==> run_1/logic_types.png <==
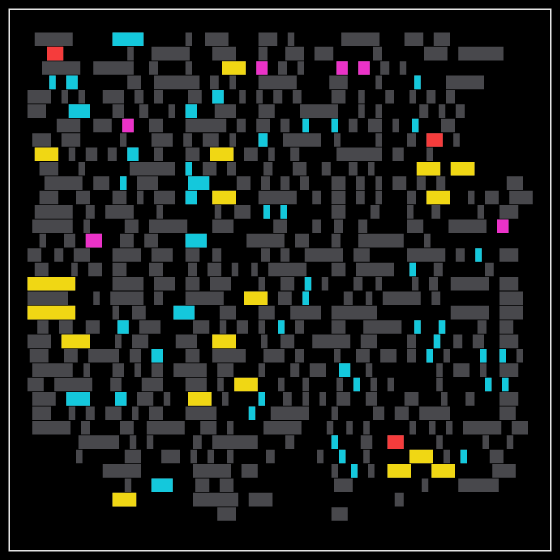
==> run_1/flops_by_reg.png <==
Scale bar: 20 µm. Other sequential cells in the stronger gray, the rest of the logic in the fainter gray.
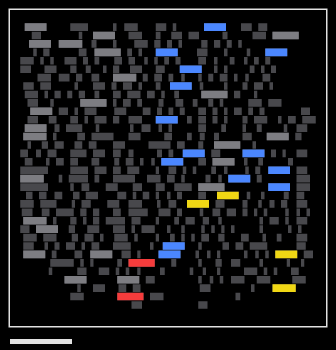
==> run_1/layer_met3.png <==
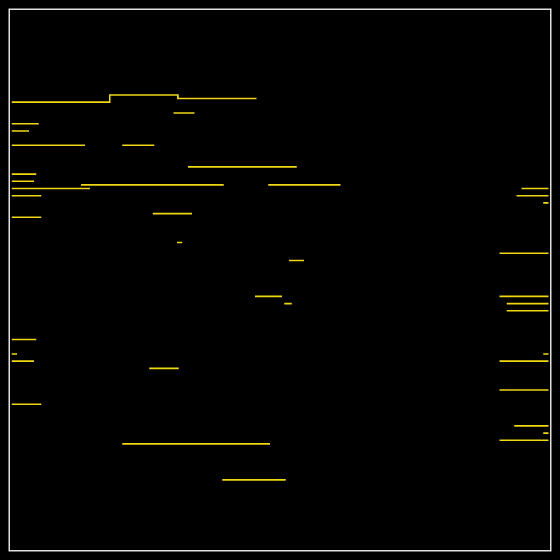
### src/rtl/alarm_entry_pkg.sv
// Shared types for the alarm time-entry front end: FSM states, BCD time buffer, digit limits
// and the per-digit BCD increment rule.
package alarm_entry_pkg;

    typedef enum logic [1:0] {
        IDLE       = 2'd0,
        EDIT_TIME  = 2'd1,
        EDIT_ALARM = 2'd2,
        COMMIT     = 2'd3
    } state_t;

    localparam logic [1:0] DIG_HOUR1 = 2'd0;
    localparam logic [1:0] DIG_HOUR0 = 2'd1;
    localparam logic [1:0] DIG_MIN1  = 2'd2;
    localparam logic [1:0] DIG_MIN0  = 2'd3;

    localparam logic [1:0] HOUR1_MAX    = 2'd2;
    localparam logic [3:0] HOUR0_MAX    = 4'd9;
    localparam logic [3:0] HOUR0_MAX_20 = 4'd3;
    localparam logic [3:0] MIN1_MAX     = 4'd5;
    localparam logic [3:0] MIN0_MAX     = 4'd9;

    typedef struct packed {
        logic [1:0] hour1;
        logic [3:0] hour0;
        logic [3:0] min1;
        logic [3:0] min0;
    } bcd_time_t;

    // Increment one digit with wrap; keeps the value inside 00:00..23:59, no carry between digits.
    function automatic bcd_time_t bcd_inc(input bcd_time_t t, input logic [1:0] digit);
        bcd_time_t r;
        r = t;
        case (digit)
            DIG_HOUR1: begin
                r.hour1 = (t.hour1 >= HOUR1_MAX) ? 2'd0 : t.hour1 + 2'd1;
                if (r.hour1 == HOUR1_MAX && t.hour0 > HOUR0_MAX_20) r.hour0 = HOUR0_MAX_20;
            end
            DIG_HOUR0: begin
                if (t.hour1 == HOUR1_MAX)
                    r.hour0 = (t.hour0 >= HOUR0_MAX_20) ? 4'd0 : t.hour0 + 4'd1;
                else
                    r.hour0 = (t.hour0 >= HOUR0_MAX) ? 4'd0 : t.hour0 + 4'd1;
            end
            DIG_MIN1: r.min1 = (t.min1 >= MIN1_MAX) ? 4'd0 : t.min1 + 4'd1;
            default:  r.min0 = (t.min0 >= MIN0_MAX) ? 4'd0 : t.min0 + 4'd1;
        endcase
        return r;
    endfunction

endpackage

### src/rtl/alarm_time_entry_if.sv
// Setting interface between the time-entry front end (master) and the Alarm clock (slave).
interface alarm_time_entry_if;
    logic [1:0] hour_in1;
    logic [3:0] hour_in0;
    logic [3:0] min_in1;
    logic [3:0] min_in0;
    logic       time_set;
    logic       alarm_set;
    logic       alarm_on;
    logic [1:0] cur_hour1;
    logic [3:0] cur_hour0;
    logic [3:0] cur_min1;
    logic [3:0] cur_min0;

    modport master (
        output hour_in1, hour_in0, min_in1, min_in0, time_set, alarm_set, alarm_on,
        input  cur_hour1, cur_hour0, cur_min1, cur_min0
    );

    modport slave (
        input  hour_in1, hour_in0, min_in1, min_in0, time_set, alarm_set, alarm_on,
        output cur_hour1, cur_hour0, cur_min1, cur_min0
    );
endinterface

### src/rtl/alarm_time_entry_btn_edge.sv
// Rising-edge detector for one debounced button level; history tracks the button during reset
// so a button held through reset produces no edge on release of reset.
module btn_edge (
    input  logic clk,
    input  logic reset,
    input  logic btn,
    output logic rise_c
);
    logic btn_q;

    always_ff @(posedge clk) begin
        btn_q <= btn;
    end

    assign rise_c = btn & ~btn_q & ~reset;
endmodule

### src/rtl/alarm_time_entry.sv
// Button-driven HH:MM editor feeding the Alarm clock's time/alarm setting interface.
module alarm_time_entry
    import alarm_entry_pkg::*;
#(
    parameter int unsigned SET_HOLD = 4
) (
    input  logic                      clk,
    input  logic                      reset,
    input  logic                      btn_mode,
    input  logic                      btn_next,
    input  logic                      btn_inc,
    input  logic                      btn_enter,
    input  logic                      btn_arm,
    alarm_time_entry_if.master        alarm,
    output logic                      editing,
    output logic [1:0]                edit_digit
);
    localparam int unsigned CNT_W = (SET_HOLD > 1) ? $clog2(SET_HOLD) : 1;

    logic mode_rise, next_rise, inc_rise, enter_rise, arm_rise;

    btn_edge u_mode  (.clk(clk), .reset(reset), .btn(btn_mode),  .rise_c(mode_rise));
    btn_edge u_next  (.clk(clk), .reset(reset), .btn(btn_next),  .rise_c(next_rise));
    btn_edge u_inc   (.clk(clk), .reset(reset), .btn(btn_inc),   .rise_c(inc_rise));
    btn_edge u_enter (.clk(clk), .reset(reset), .btn(btn_enter), .rise_c(enter_rise));
    btn_edge u_arm   (.clk(clk), .reset(reset), .btn(btn_arm),   .rise_c(arm_rise));

    state_t           state;
    bcd_time_t        edit_buf;
    bcd_time_t        shadow_alarm;
    logic [CNT_W-1:0] hold_cnt;
    logic             time_set_q;
    logic             alarm_set_q;
    logic             alarm_on_q;

    // Edit FSM; within EDIT_* the priority is enter > mode > next > inc.
    always_ff @(posedge clk) begin
        if (reset) begin
            state        <= IDLE;
            edit_buf     <= '0;
            shadow_alarm <= '0;
            edit_digit   <= DIG_HOUR1;
            hold_cnt     <= '0;
            time_set_q   <= 1'b0;
            alarm_set_q  <= 1'b0;
            alarm_on_q   <= 1'b0;
            editing      <= 1'b0;
        end else begin
            if (arm_rise) alarm_on_q <= ~alarm_on_q;
            case (state)
                IDLE: begin
                    if (mode_rise) begin
                        state      <= EDIT_TIME;
                        editing    <= 1'b1;
                        edit_buf   <= {alarm.cur_hour1, alarm.cur_hour0, alarm.cur_min1, alarm.cur_min0};
                        edit_digit <= DIG_HOUR1;
                    end
                end
                EDIT_TIME, EDIT_ALARM: begin
                    if (enter_rise) begin
                        state    <= COMMIT;
                        editing  <= 1'b0;
                        hold_cnt <= CNT_W'(SET_HOLD - 1);
                        if (state == EDIT_ALARM) begin
                            alarm_set_q  <= 1'b1;
                            shadow_alarm <= edit_buf;
                        end else begin
                            time_set_q <= 1'b1;
                        end
                    end else if (mode_rise) begin
                        if (state == EDIT_TIME) begin
                            state      <= EDIT_ALARM;
                            edit_buf   <= shadow_alarm;
                            edit_digit <= DIG_HOUR1;
                        end else begin
                            state   <= IDLE;
                            editing <= 1'b0;
                        end
                    end else if (next_rise) begin
                        edit_digit <= edit_digit + 2'd1;
                    end else if (inc_rise) begin
                        edit_buf <= bcd_inc(edit_buf, edit_digit);
                    end
                end
                COMMIT: begin
                    if (hold_cnt == '0) begin
                        state       <= IDLE;
                        time_set_q  <= 1'b0;
                        alarm_set_q <= 1'b0;
                    end else begin
                        hold_cnt <= hold_cnt - CNT_W'(1);
                    end
                end
                default: state <= IDLE;
            endcase
        end
    end

    assign alarm.hour_in1  = edit_buf.hour1;
    assign alarm.hour_in0  = edit_buf.hour0;
    assign alarm.min_in1   = edit_buf.min1;
    assign alarm.min_in0   = edit_buf.min0;
    assign alarm.time_set  = time_set_q;
    assign alarm.alarm_set = alarm_set_q;
    assign alarm.alarm_on  = alarm_on_q;
endmodule

### src/flat_wrapper.sv
// flat-port wrapper written by rule: the top's interface ports become plain ports
module alarm_time_entry_flat import alarm_entry_pkg::*;
#(
    parameter int unsigned SET_HOLD = 4
)
  (clk, reset, btn_mode, btn_next, btn_inc, btn_enter, btn_arm, editing, edit_digit, alarm_hour_in1, alarm_hour_in0, alarm_min_in1, alarm_min_in0, alarm_time_set, alarm_alarm_set, alarm_alarm_on, alarm_cur_hour1, alarm_cur_hour0, alarm_cur_min1, alarm_cur_min0);
  alarm_time_entry_if alarm_i ();
  input  logic clk;
  input  logic reset;
  input  logic btn_mode;
  input  logic btn_next;
  input  logic btn_inc;
  input  logic btn_enter;
  input  logic btn_arm;
  output logic editing;
  output logic [1:0] edit_digit;
  output wire logic [$bits(alarm_i.hour_in1)-1:0] alarm_hour_in1;
  output wire logic [$bits(alarm_i.hour_in0)-1:0] alarm_hour_in0;
  output wire logic [$bits(alarm_i.min_in1)-1:0] alarm_min_in1;
  output wire logic [$bits(alarm_i.min_in0)-1:0] alarm_min_in0;
  output wire logic [$bits(alarm_i.time_set)-1:0] alarm_time_set;
  output wire logic [$bits(alarm_i.alarm_set)-1:0] alarm_alarm_set;
  output wire logic [$bits(alarm_i.alarm_on)-1:0] alarm_alarm_on;
  input wire logic [$bits(alarm_i.cur_hour1)-1:0] alarm_cur_hour1;
  input wire logic [$bits(alarm_i.cur_hour0)-1:0] alarm_cur_hour0;
  input wire logic [$bits(alarm_i.cur_min1)-1:0] alarm_cur_min1;
  input wire logic [$bits(alarm_i.cur_min0)-1:0] alarm_cur_min0;
  assign alarm_hour_in1 = alarm_i.hour_in1;
  assign alarm_hour_in0 = alarm_i.hour_in0;
  assign alarm_min_in1 = alarm_i.min_in1;
  assign alarm_min_in0 = alarm_i.min_in0;
  assign alarm_time_set = alarm_i.time_set;
  assign alarm_alarm_set = alarm_i.alarm_set;
  assign alarm_alarm_on = alarm_i.alarm_on;
  assign alarm_i.cur_hour1 = alarm_cur_hour1;
  assign alarm_i.cur_hour0 = alarm_cur_hour0;
  assign alarm_i.cur_min1 = alarm_cur_min1;
  assign alarm_i.cur_min0 = alarm_cur_min0;
  alarm_time_entry #(.SET_HOLD(SET_HOLD)) u_core (.clk(clk), .reset(reset), .btn_mode(btn_mode), .btn_next(btn_next), .btn_inc(btn_inc), .btn_enter(btn_enter), .btn_arm(btn_arm), .alarm(alarm_i), .editing(editing), .edit_digit(edit_digit));
endmodule
### config.mk
export PLATFORM = sky130hd
export DESIGN_NAME = alarm_time_entry_flat
export DESIGN_NICKNAME = d
export VERILOG_FILES = /design/src/rtl/alarm_entry_pkg.sv /design/src/rtl/alarm_time_entry_if.sv /design/src/rtl/alarm_time_entry_btn_edge.sv /design/src/rtl/alarm_time_entry.sv /design/src/flat_wrapper.sv
export SDC_FILE = /design/constraint.sdc
export NUM_CORES = 1
export LEC_CHECK = 0
export ABC_AREA = 1
export CAP_MARGIN = 30
export CELL_PAD_IN_SITES_DETAIL_PLACEMENT = 2
export CELL_PAD_IN_SITES_GLOBAL_PLACEMENT = 2
export CORE_MARGIN = 3
export CORE_UTILIZATION = 27
export CTS_BUF_LIST = sky130_fd_sc_hd__clkbuf_4
export DETAILED_ROUTE_END_ITERATION = 8
export PLACE_DENSITY = 0.78
export REMOVE_ABC_BUFFERS = 1
export SYNTH_ARGS = -nofsm -noshare
export SYNTH_HDL_FRONTEND = slang
export SYNTH_HIERARCHICAL = 1
export SYNTH_SLANG_ARGS = --single-unit
### constraint.sdc
create_clock -name clk -period 1.7 [get_ports clk]
set_clock_uncertainty 0.2 [all_clocks]
set_input_delay 0.17 -clock clk [delete_from_list [all_inputs] [get_ports clk]]
set_output_delay 0.17 -clock clk [all_outputs]
set_load 0.01 [all_outputs]
==> Changelog: implementation, run 1 <==
### Physical design

- Number of DRC violations after detailed routing: 0
- Final Instance Count excl. Fillers: between 500 and 600
- Via Count: 2725
- Slowest cell on the critical path: dfxtp_2
- Worst r2r src: u_core/u_mode/btn_q$_DFF_P_
- Crit path from: u_core/u_mode/btn_q$_DFF_P_
- # H-tree levels: 2
- Most frequent cell after synthesis: nand2_1
- Startpoint kind of the worst setup timing path: flop
- Cells in synth_stat.txt: 360
- Starting Density: 0.282
- Wire length per cell after detailed routing: 18.3 µm
- Number of antenna violations at the first check in global routing: 0
- Sequential cell area fraction in the yosys report: 0.345
- Worst hold endpoint: u_core/u_inc/btn_q$_DFF_P_
- Cell taking the most area after synthesis: dfxtp_1
- Top-level I/O count: a little over 40
- Prevailing post-synth register cell: dfxtp_1
- Post-route cell area: around 3800 µm²
- Count of clock buffers in the final design: 6
- Wire length reported by the detailed router: between 10000 and 15000 µm
- Die Width: roughly 100 µm
- Number of instances in the synthesized netlist: approximately 360
- Share of synthesized registers carrying an async set or reset: 0
- Via count of the first global-routing pass: between 2000 and 3000
- Number of resized instances in the post-cts repair step: between 80 and 90
- Maximum frequency from static timing analysis: 511 MHz
- Cell depth of the worst flop-to-flop path: 12
- Clock Path Buffers: 2
- Largest family of logic cells by area: simple AND/OR/NAND/NOR gates
- Final Max Slew Viols: 0
- Critical path depth in cells: 12
- DRC marker count from the first detailed-route iteration: 40
- FA/HA/MAJ Cells, Area Fraction: 0.0904
- Wire length of the first global-routing pass: roughly 15000 µm
- Setup repair after global routing missed its margin: true
- Worst hold path stage count: 1
- Setup ws final: -258 ps
- Area used by multi-input combinational logic: about 1700 µm²
- Port Buffers: 40
- Multi-input combinational cell count: between 200 and 300
- Signal buffers: around 90
- Share of cells above drive strength 1: 0.349
- Area post-placement: 3270 µm²
- Antenna cell count: 0
- Distinct lib cells used: 34
- Number of setup violations in the final report: 23
- Max cap viols: 0
- Number of warnings in the stage logs: 39
- Global route total overflow: 0
- Result of the run: complete, but fails checks
- Number of core rows: 34
- Violated checks: negative setup slack
- Family with the most delay on the worst path: simple AND/OR/NAND/NOR gates
- Overall Global Routing Usage: 0.185
- Max VDD drop: around 1.2 mV
- Leakage: ~1.8 nW
- Period utilization: 1.15
- Hold_buf cts: 0
- Count of nets after finishing: 482
- Clock-pin transition on the worst setup and hold timing paths: roughly 120 ps
- Number of buffers created by CTS: 5
- Clock tree from TritonCTS: done
- Flip-flop and latch count after synthesis: 43
- Most used standard cells in the synthesized netlist: nand2_1, a21oi_1, inv_1
- P&R area growth vs syn: 53.9%
- Pin count of the biggest net entering global routing: 27
- Post-synthesis share of cell area spent on and, or, nand and nor gates: 0.280
- Synth top area share: 0.345
- Share of the core filled with cells in the final layout: 0.433
- Slew Limit Headroom: 0.777
- Netlist Area Pre-Place: 2490 µm²
- Number of flops mapped to enable cells by yosys: 0
- Share of the final layout cell area in multi-input gates: 0.452
- Critical Path Max Stage Delay: approximately 340 ps
- Biggest Area Class: logic gates
- Count of TritonRoute iterations in the first routing pass: 5
- Arrival time of the worst setup path: 2020 ps
- End point of the critical path: u_core/alarm.min_in1[3]$_SDFFE_PP0P_
- Top logic cell by instance count in the layout: nand2_1
-- logic_types.png (at the start) --
cyan -> nor cells  # cells 46
magenta -> and/or cells  # cells 6
yellow -> fa/ha/maj cells  # cells 18
red -> xor and xnor cells  # cells 3

-- flops_by_reg.png (at the start) --
yellow -> u_core/alarm.hour_in0  # flops 4
blue -> u_core/shadow_alarm  # flops 14
red -> u_core/edit_digit  # flops 2
not colored = 23

-- layer_met3.png (at the start) --
wire length on this layer = 327 µm
main direction = horizontal
share of all routed wire = 3.2%
longest straight run = 27.6 µm

run 1: power breakdown:
group,switching (W),internal (W),total [W]
clock,0.000345,0.000170,0.000514
sequential,0.000265,0.00134,0.00161
combinational,0.00324,0.00240,0.00563
run 1: stage by stage:
step	hold WS, ps	setup TNS [ps]	total power, W
6_report	69.1	-2410	0.00776
5_1_grt	49.1	-4150	0.00836
4_1_cts	53.0	-1300	0.00685
3_5_place_dp	222	-11860	0.00561
3_3_place_gp	213	-8410	0.00541
2_1_floorplan	-2.28	-8590	0.00375
run 1: per-layer routing:
metal  up-vias  global-route usage  wire [µm]  share of wire
met5         -                   0          0              0
met4         0              0.0525        125          0.012
met3        10              0.0314        326          0.032
met2        45               0.350       5560           0.55
met1      1352               0.213       4080           0.40
li1       1318                   -          -              -
--- run 2 (diff from run 1) ---
CAP_MARGIN = unset   (was 30)
==> run_2/flops_by_reg.png <==
Scale bar: 20 µm. Other sequential cells in the stronger gray, the rest of the logic in the fainter gray.
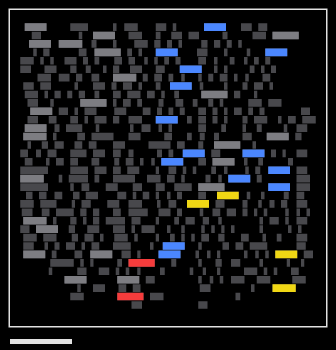
red -> u_core/edit_digit  # flops 2
blue -> u_core/shadow_alarm  # flops 14
yellow -> u_core/alarm.hour_in0  # flops 4
not colored = 23

==> run_2/layer_met2.png <==
Scale bar: 20 µm.
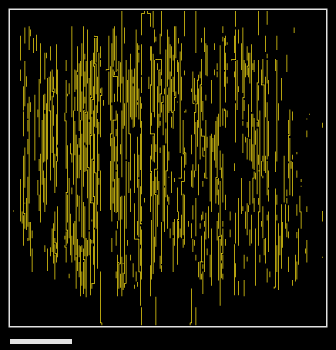
share of all routed wire = 55%
main direction = vertical

==> Changelog: implementation, run 2 <==
### Physical design

- End point of the critical path: u_core/alarm.min_in1[3]$_SDFFE_PP0P_ (unchanged)
- Result of the run: complete, but fails checks (unchanged)
- Count of nets after finishing: 482 (unchanged)
- Cell taking the most area after synthesis: dfxtp_1 (unchanged)
- Number of flops mapped to enable cells by yosys: 0 (unchanged)
- # H-tree levels: 2 (unchanged)
- Area post-placement: 3270 µm² (unchanged)
- Critical path class: reg -> reg (unchanged)
- Netlist Area Pre-Place: 2490 µm² (unchanged)
- Fraction of power consumed by sequential logic: 0.208 (about the same)
- Global route total overflow: 0 (unchanged)
- Share of the core filled with cells in the final layout: 0.433 (unchanged)
- Post-route worst hold slack: 69.1 ps (unchanged)
- Wire length reported by the detailed router: 10100 µm (unchanged)
- Period utilization: 1.15 (unchanged)
- XOR/XNOR Area Share: 0.0105 (unchanged)
- Clock network fraction of total power: 0.066 (about the same)
- Total internal power: 0.00391 W (unchanged)
- Number of resized instances in the post-cts repair step: 86 (unchanged)
- Final Max Slew Viols: 0 (unchanged)
- Class of the worst hold path: in -> reg (unchanged)
- DRC marker count from the first detailed-route iteration: 40 (unchanged)
- Most used cells in the layout excluding fill and tap cells: nand2_1, buf_4, inv_1, nor2_1, dfxtp_1 (unchanged)
- Wire length per cell after detailed routing: 18.3 µm (unchanged)
- Design Power: 0.00776 W (unchanged)
- Cell depth of the worst flop-to-flop path: 12 (unchanged)
- Worst hold endpoint: u_core/u_inc/btn_q$_DFF_P_ (unchanged)
- Flip-flop and latch count after synthesis: 43 (unchanged)
- Clock tree root driver cell: clkbuf_4 (unchanged)
- Max VDD drop: 1.24 mV (unchanged)
- Switching part of the total: 0.496 (unchanged)
- Prevailing post-synth register cell: dfxtp_1 (unchanged)
- Violated checks: negative setup slack (unchanged)
- Final-report hold violation count: 0 (unchanged)
- Clock net power: 0.000514 W (about the same)
- Arrival time of the worst setup path: 2020 ps (about the same)
- Post-route cell area: 3830 µm² (unchanged)
- Sequential cell area fraction in the yosys report: 0.345 (unchanged)
- Final weighted congestion in routability-driven placement: 0.789 (unchanged)
- Count of synthesis-stage warnings from yosys: 6 (unchanged)
- Most used standard cells in the synthesized netlist: nand2_1, a21oi_1, inv_1 (unchanged)
- Distinct lib cells used: 34 (unchanged)
- Period minus WS final: 1960 ps (unchanged)
- Share of cells above drive strength 1: 0.349 (unchanged)
- Startpoint kind of the worst setup timing path: flop (unchanged)
- Post-synthesis share of cell area spent on and, or, nand and nor gates: 0.280 (unchanged)
- Origin of the worst min-delay path: btn_inc (unchanged)
- Total cell area reported by yosys after synthesis: 2490 µm² (unchanged)
- Largest family of logic cells by area: simple AND/OR/NAND/NOR gates (unchanged)
- Via count of the first global-routing pass: 2964 (unchanged)
- Slew Limit Headroom: 0.777 (unchanged)
- Worst r2r src: u_core/u_mode/btn_q$_DFF_P_ (unchanged)
- P&R area growth vs syn: 53.9% (unchanged)
- Top logic cell by instance count in the layout: nand2_1 (unchanged)
- Port Buffers: 40 (unchanged)
- Maximum frequency from static timing analysis: 511 MHz (unchanged)
- Aggregate negative setup slack: -2410 ps (unchanged)
- Number of buffers created by CTS: 5 (unchanged)
- Wire length of the first global-routing pass: 14900 µm (unchanged)
- Synth top area share: 0.345 (unchanged)
- Count of TritonRoute iterations in the first routing pass: 5 (unchanged)
- Clock tree from TritonCTS: done (unchanged)
- Cells in synth_stat.txt: 360 (unchanged)
- Worst hold path stage count: 1 (unchanged)
- Max cap viols: 0 (unchanged)
- Hold_buf cts: 0 (unchanged)
- Die Width: 102 µm (unchanged)
- Clock-pin transition on the worst setup and hold timing paths: 120 ps (about the same)
- Clock Path Buffers: 2 (unchanged)
- Seq pwr: 0.00161 W (about the same)
- Area used by multi-input combinational logic: 1730 µm² (unchanged)
- Number of core rows: 34 (unchanged)
- FA/HA/MAJ Cells, Area Fraction: 0.0904 (unchanged)
- Top-level I/O count: 41 (unchanged)
- Number of setup violations in the final report: 23 (unchanged)
- Group drawing the most power: combinational logic (unchanged)
- Most frequent cell after synthesis: nand2_1 (unchanged)
- Crit path from: u_core/u_mode/btn_q$_DFF_P_ (unchanged)
- Share of power burned in combinational logic: 0.726 (about the same)
- Leakage: 1.84 nW (unchanged)
- Setup repair after global routing missed its margin: true (unchanged)
- Final Instance Count excl. Fillers: 552 (unchanged)
- Switch Pwr: 0.00385 W (unchanged)
- Starting Density: 0.282 (unchanged)
- Number of instances in the synthesized netlist: 360 (unchanged)
- Setup ws final: -258 ps (unchanged)
- Antenna cell count: 0 (unchanged)
- Overall Global Routing Usage: 0.185 (unchanged)
- Critical path capture point type: flop (unchanged)
- Number of antenna violations at the first check in global routing: 0 (unchanged)
- Routed Antenna Nets: 0 (unchanged)
- Power of the combinational group: 0.00563 W (about the same)
- Number of DRC violations after detailed routing: 0 (unchanged)
- Number of warnings in the stage logs: 39 (unchanged)
- Via Count: 2725 (unchanged)
- Share of synthesized registers carrying an async set or reset: 0 (unchanged)
- Pin count of the biggest net entering global routing: 27 (unchanged)
-- run 2: worst max-delay path: stages (launching register included) --
cell     delay [ps]
dfxtp_2         340
inv_2            50
nand2_2          50
nor2_4          210
inv_4            90
nand2_4         100
nand2_4          70
inv_4            80
nand2_8          70
nor3_4          270
inv_2           130
nor2_2          140
nor2_1           60
-- run 2: area by class of cell --
cell class	instances	share of cell area
clock buffer	6	0.0117
sequential	43	0.234
multi-input combinational	257	0.452
tap	108	0.0352
clock inverter	2	0.00196
timing repair buffer	88	0.214
inverter	48	0.0502
-- run 2: per-layer routing --
metal | up-vias | wire (µm) | global-route usage
li1 | 1318 | - | -
met1 | 1352 | 4080 | 0.213
met2 | 45 | 5560 | 0.350
met3 | 10 | 326 | 0.0314
met4 | 0 | 125 | 0.0525
met5 | - | 0 | 0
--- run 3 (diff from run 2) ---
CAP_MARGIN = 20   (was unset)
CTS_CLUSTER_SIZE = 16   (was unset)
==> run_3/logic_types.png <==
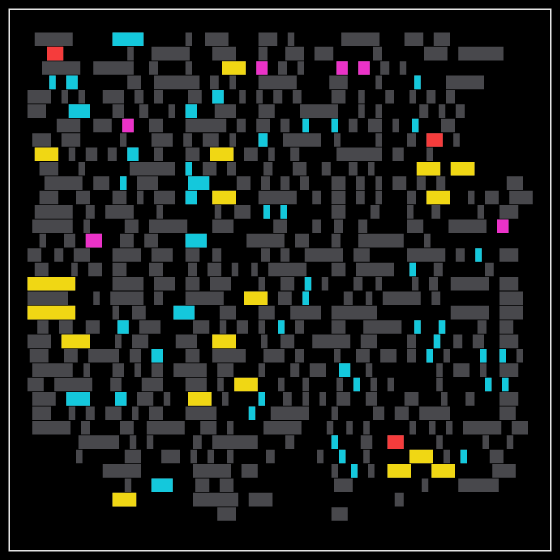
yellow -> fa/ha/maj cells  # cells 18
cyan -> nor cells  # cells 46
red -> xor and xnor cells  # cells 3
magenta -> and/or cells  # cells 6

==> Changelog: implementation, run 3 <==
### Physical design

- Number of setup violations in the final report: 23 (unchanged)
- Number of warnings in the stage logs: 39 (unchanged)
- Number of signal-net inverters in the final layout: 48 (unchanged)
- Setup ws final: -258 ps (unchanged)
- Share of synthesized registers carrying an async set or reset: 0 (unchanged)
- Cell depth of the worst flop-to-flop path: 12 (unchanged)
- Final weighted congestion in routability-driven placement: 0.789 (unchanged)
- Worst r2r src: u_core/u_mode/btn_q$_DFF_P_ (unchanged)
- Overall Global Routing Usage: 0.185 (unchanged)
- Post-synthesis share of cell area spent on and, or, nand and nor gates: 0.280 (unchanged)
- Antenna cell count: 0 (unchanged)
- Buffers plus inverters on the worst setup path: 4 (unchanged)
- Max VDD drop: 1.24 mV (unchanged)
- Clock network fraction of total power: 0.066 (about the same)
- Switching part of the total: 0.496 (unchanged)
- Met2 usage in global routing: 0.350 (unchanged)
- Family with the most delay on the worst path: simple AND/OR/NAND/NOR gates (unchanged)
- FA/HA/MAJ Cells, Area Fraction: 0.0904 (unchanged)
- Class of the worst hold path: in -> reg (unchanged)
- Count of clock buffers in the final design: 6 (unchanged)
- Routed Antenna Nets: 0 (unchanged)
- Number of antenna violations at the first check in global routing: 0 (unchanged)
- Violated checks: negative setup slack (unchanged)
- Count of nets after finishing: 482 (unchanged)
- Number of DRC violations after detailed routing: 0 (unchanged)
- Clock-pin transition on the worst setup and hold timing paths: 120 ps (about the same)
- Die Width: 102 µm (unchanged)
- Most frequent cell after synthesis: nand2_1 (unchanged)
- Biggest Area Class: logic gates (unchanged)
- Clock tree from TritonCTS: done (unchanged)
- Worst hold path stage count: 1 (unchanged)
- Count of TritonRoute iterations in the first routing pass: 5 (unchanged)
- Final Max Slew Viols: 0 (unchanged)
- Multi-input combinational cell count: 257 (unchanged)
- Busiest metal layer after global routing: met2 (unchanged)
- Number of buffers created by CTS: 5 (unchanged)
- Prevailing post-synth register cell: dfxtp_1 (unchanged)
- Wire length of the first global-routing pass: 14900 µm (unchanged)
- DR WL met2: 5560 µm (unchanged)
- Leakage: 1.84 nW (unchanged)
- Most used standard cells in the synthesized netlist: nand2_1, a21oi_1, inv_1 (unchanged)
- Number of flops mapped to enable cells by yosys: 0 (unchanged)
- Critical Path Max Stage Delay: 340 ps (about the same)
- Share of the final layout cell area in multi-input gates: 0.452 (unchanged)
- Wire length per cell after detailed routing: 18.3 µm (unchanged)
- Final Instance Count excl. Fillers: 552 (unchanged)
- Port Buffers: 40 (unchanged)
- Area used by multi-input combinational logic: 1730 µm² (unchanged)
- Total cell area reported by yosys after synthesis: 2490 µm² (unchanged)
- Maximum frequency from static timing analysis: 511 MHz (unchanged)
- Sequential cell area fraction in the yosys report: 0.345 (unchanged)
- Highest Signal Layer: met4 (unchanged)
- Top-level I/O count: 41 (unchanged)
- Worst hold endpoint: u_core/u_inc/btn_q$_DFF_P_ (unchanged)
- Count of synthesis-stage warnings from yosys: 6 (unchanged)
- Power of the combinational group: 0.00563 W (about the same)
- Synth top area share: 0.345 (unchanged)
- # H-tree levels: 2 (unchanged)
- Setup repair after global routing missed its margin: true (unchanged)
- Max cap viols: 0 (unchanged)
- Seq pwr: 0.00161 W (about the same)
- Pin count of the biggest net entering global routing: 27 (unchanged)
- Clock tree root driver cell: clkbuf_4 (unchanged)
- M1 GR Usage: 0.213 (unchanged)
- Cells in synth_stat.txt: 360 (unchanged)
- Critical path capture point type: flop (unchanged)
- Result of the run: complete, but fails checks (unchanged)
- Cell taking the most area after synthesis: dfxtp_1 (unchanged)
- Design Power: 0.00776 W (unchanged)
- Period minus WS final: 1960 ps (unchanged)
- Largest family of logic cells by area: simple AND/OR/NAND/NOR gates (unchanged)
- Global-route met3 utilization: 0.0314 (unchanged)
- Switch Pwr: 0.00385 W (unchanged)
- Clock net power: 0.000514 W (about the same)
- Number of core rows: 34 (unchanged)
- Top logic cell by instance count in the layout: nand2_1 (unchanged)
- Hold_buf cts: 0 (unchanged)
- Met3 layer wire length in the routed design: 326 µm (unchanged)
- Starting Density: 0.282 (unchanged)
- Share of power burned in combinational logic: 0.726 (about the same)
- Origin of the worst min-delay path: btn_inc (unchanged)
- Signal buffers: 88 (unchanged)
- Register fraction of the total cell area: 0.234 (unchanged)
- Group drawing the most power: combinational logic (unchanged)
- Netlist Area Pre-Place: 2490 µm² (unchanged)
- Registers: 43 (unchanged)
- Aggregate negative setup slack: -2410 ps (unchanged)
- XOR/XNOR Area Share: 0.0105 (unchanged)
==> run_3/layer_met3.png <==
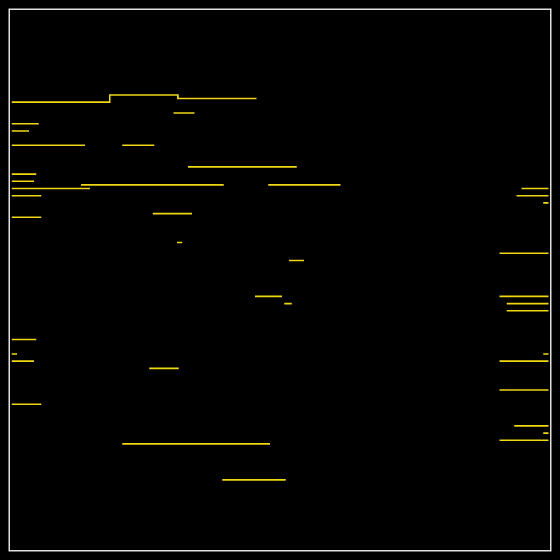
wire length on this layer = 327 µm
main direction = horizontal
nets with wire on the layer = 33
share of all routed wire = 3.2%
longest straight run = 27.6 µm

==> run 3: worst max-delay path by stage <==
stage,from,end,slack [ps],depth (start not counted)
after global placement,btn_mode,u_core/alarm.min_in0[1]$_SDFFE_PP0P_,-400,10
after floorplan,u_core/state[0]$_SDFFE_PP0P_,u_core/alarm.min_in1[2]$_SDFFE_PP0P_,-490,10
after detailed placement,btn_mode,u_core/alarm.hour_in1[0]$_SDFFE_PP0P_,-560,10
after global routing,u_core/u_mode/btn_q$_DFF_P_,u_core/alarm.min_in1[2]$_SDFFE_PP0P_,-350,12
after CTS,u_core/state[1]$_SDFFE_PP0P_,u_core/alarm.hour_in0[3]$_SDFFE_PP0P_,-110,10
final,u_core/u_mode/btn_q$_DFF_P_,u_core/alarm.min_in1[3]$_SDFFE_PP0P_,-260,12
No activity file was given, so power comes from the tool's default toggle rates.
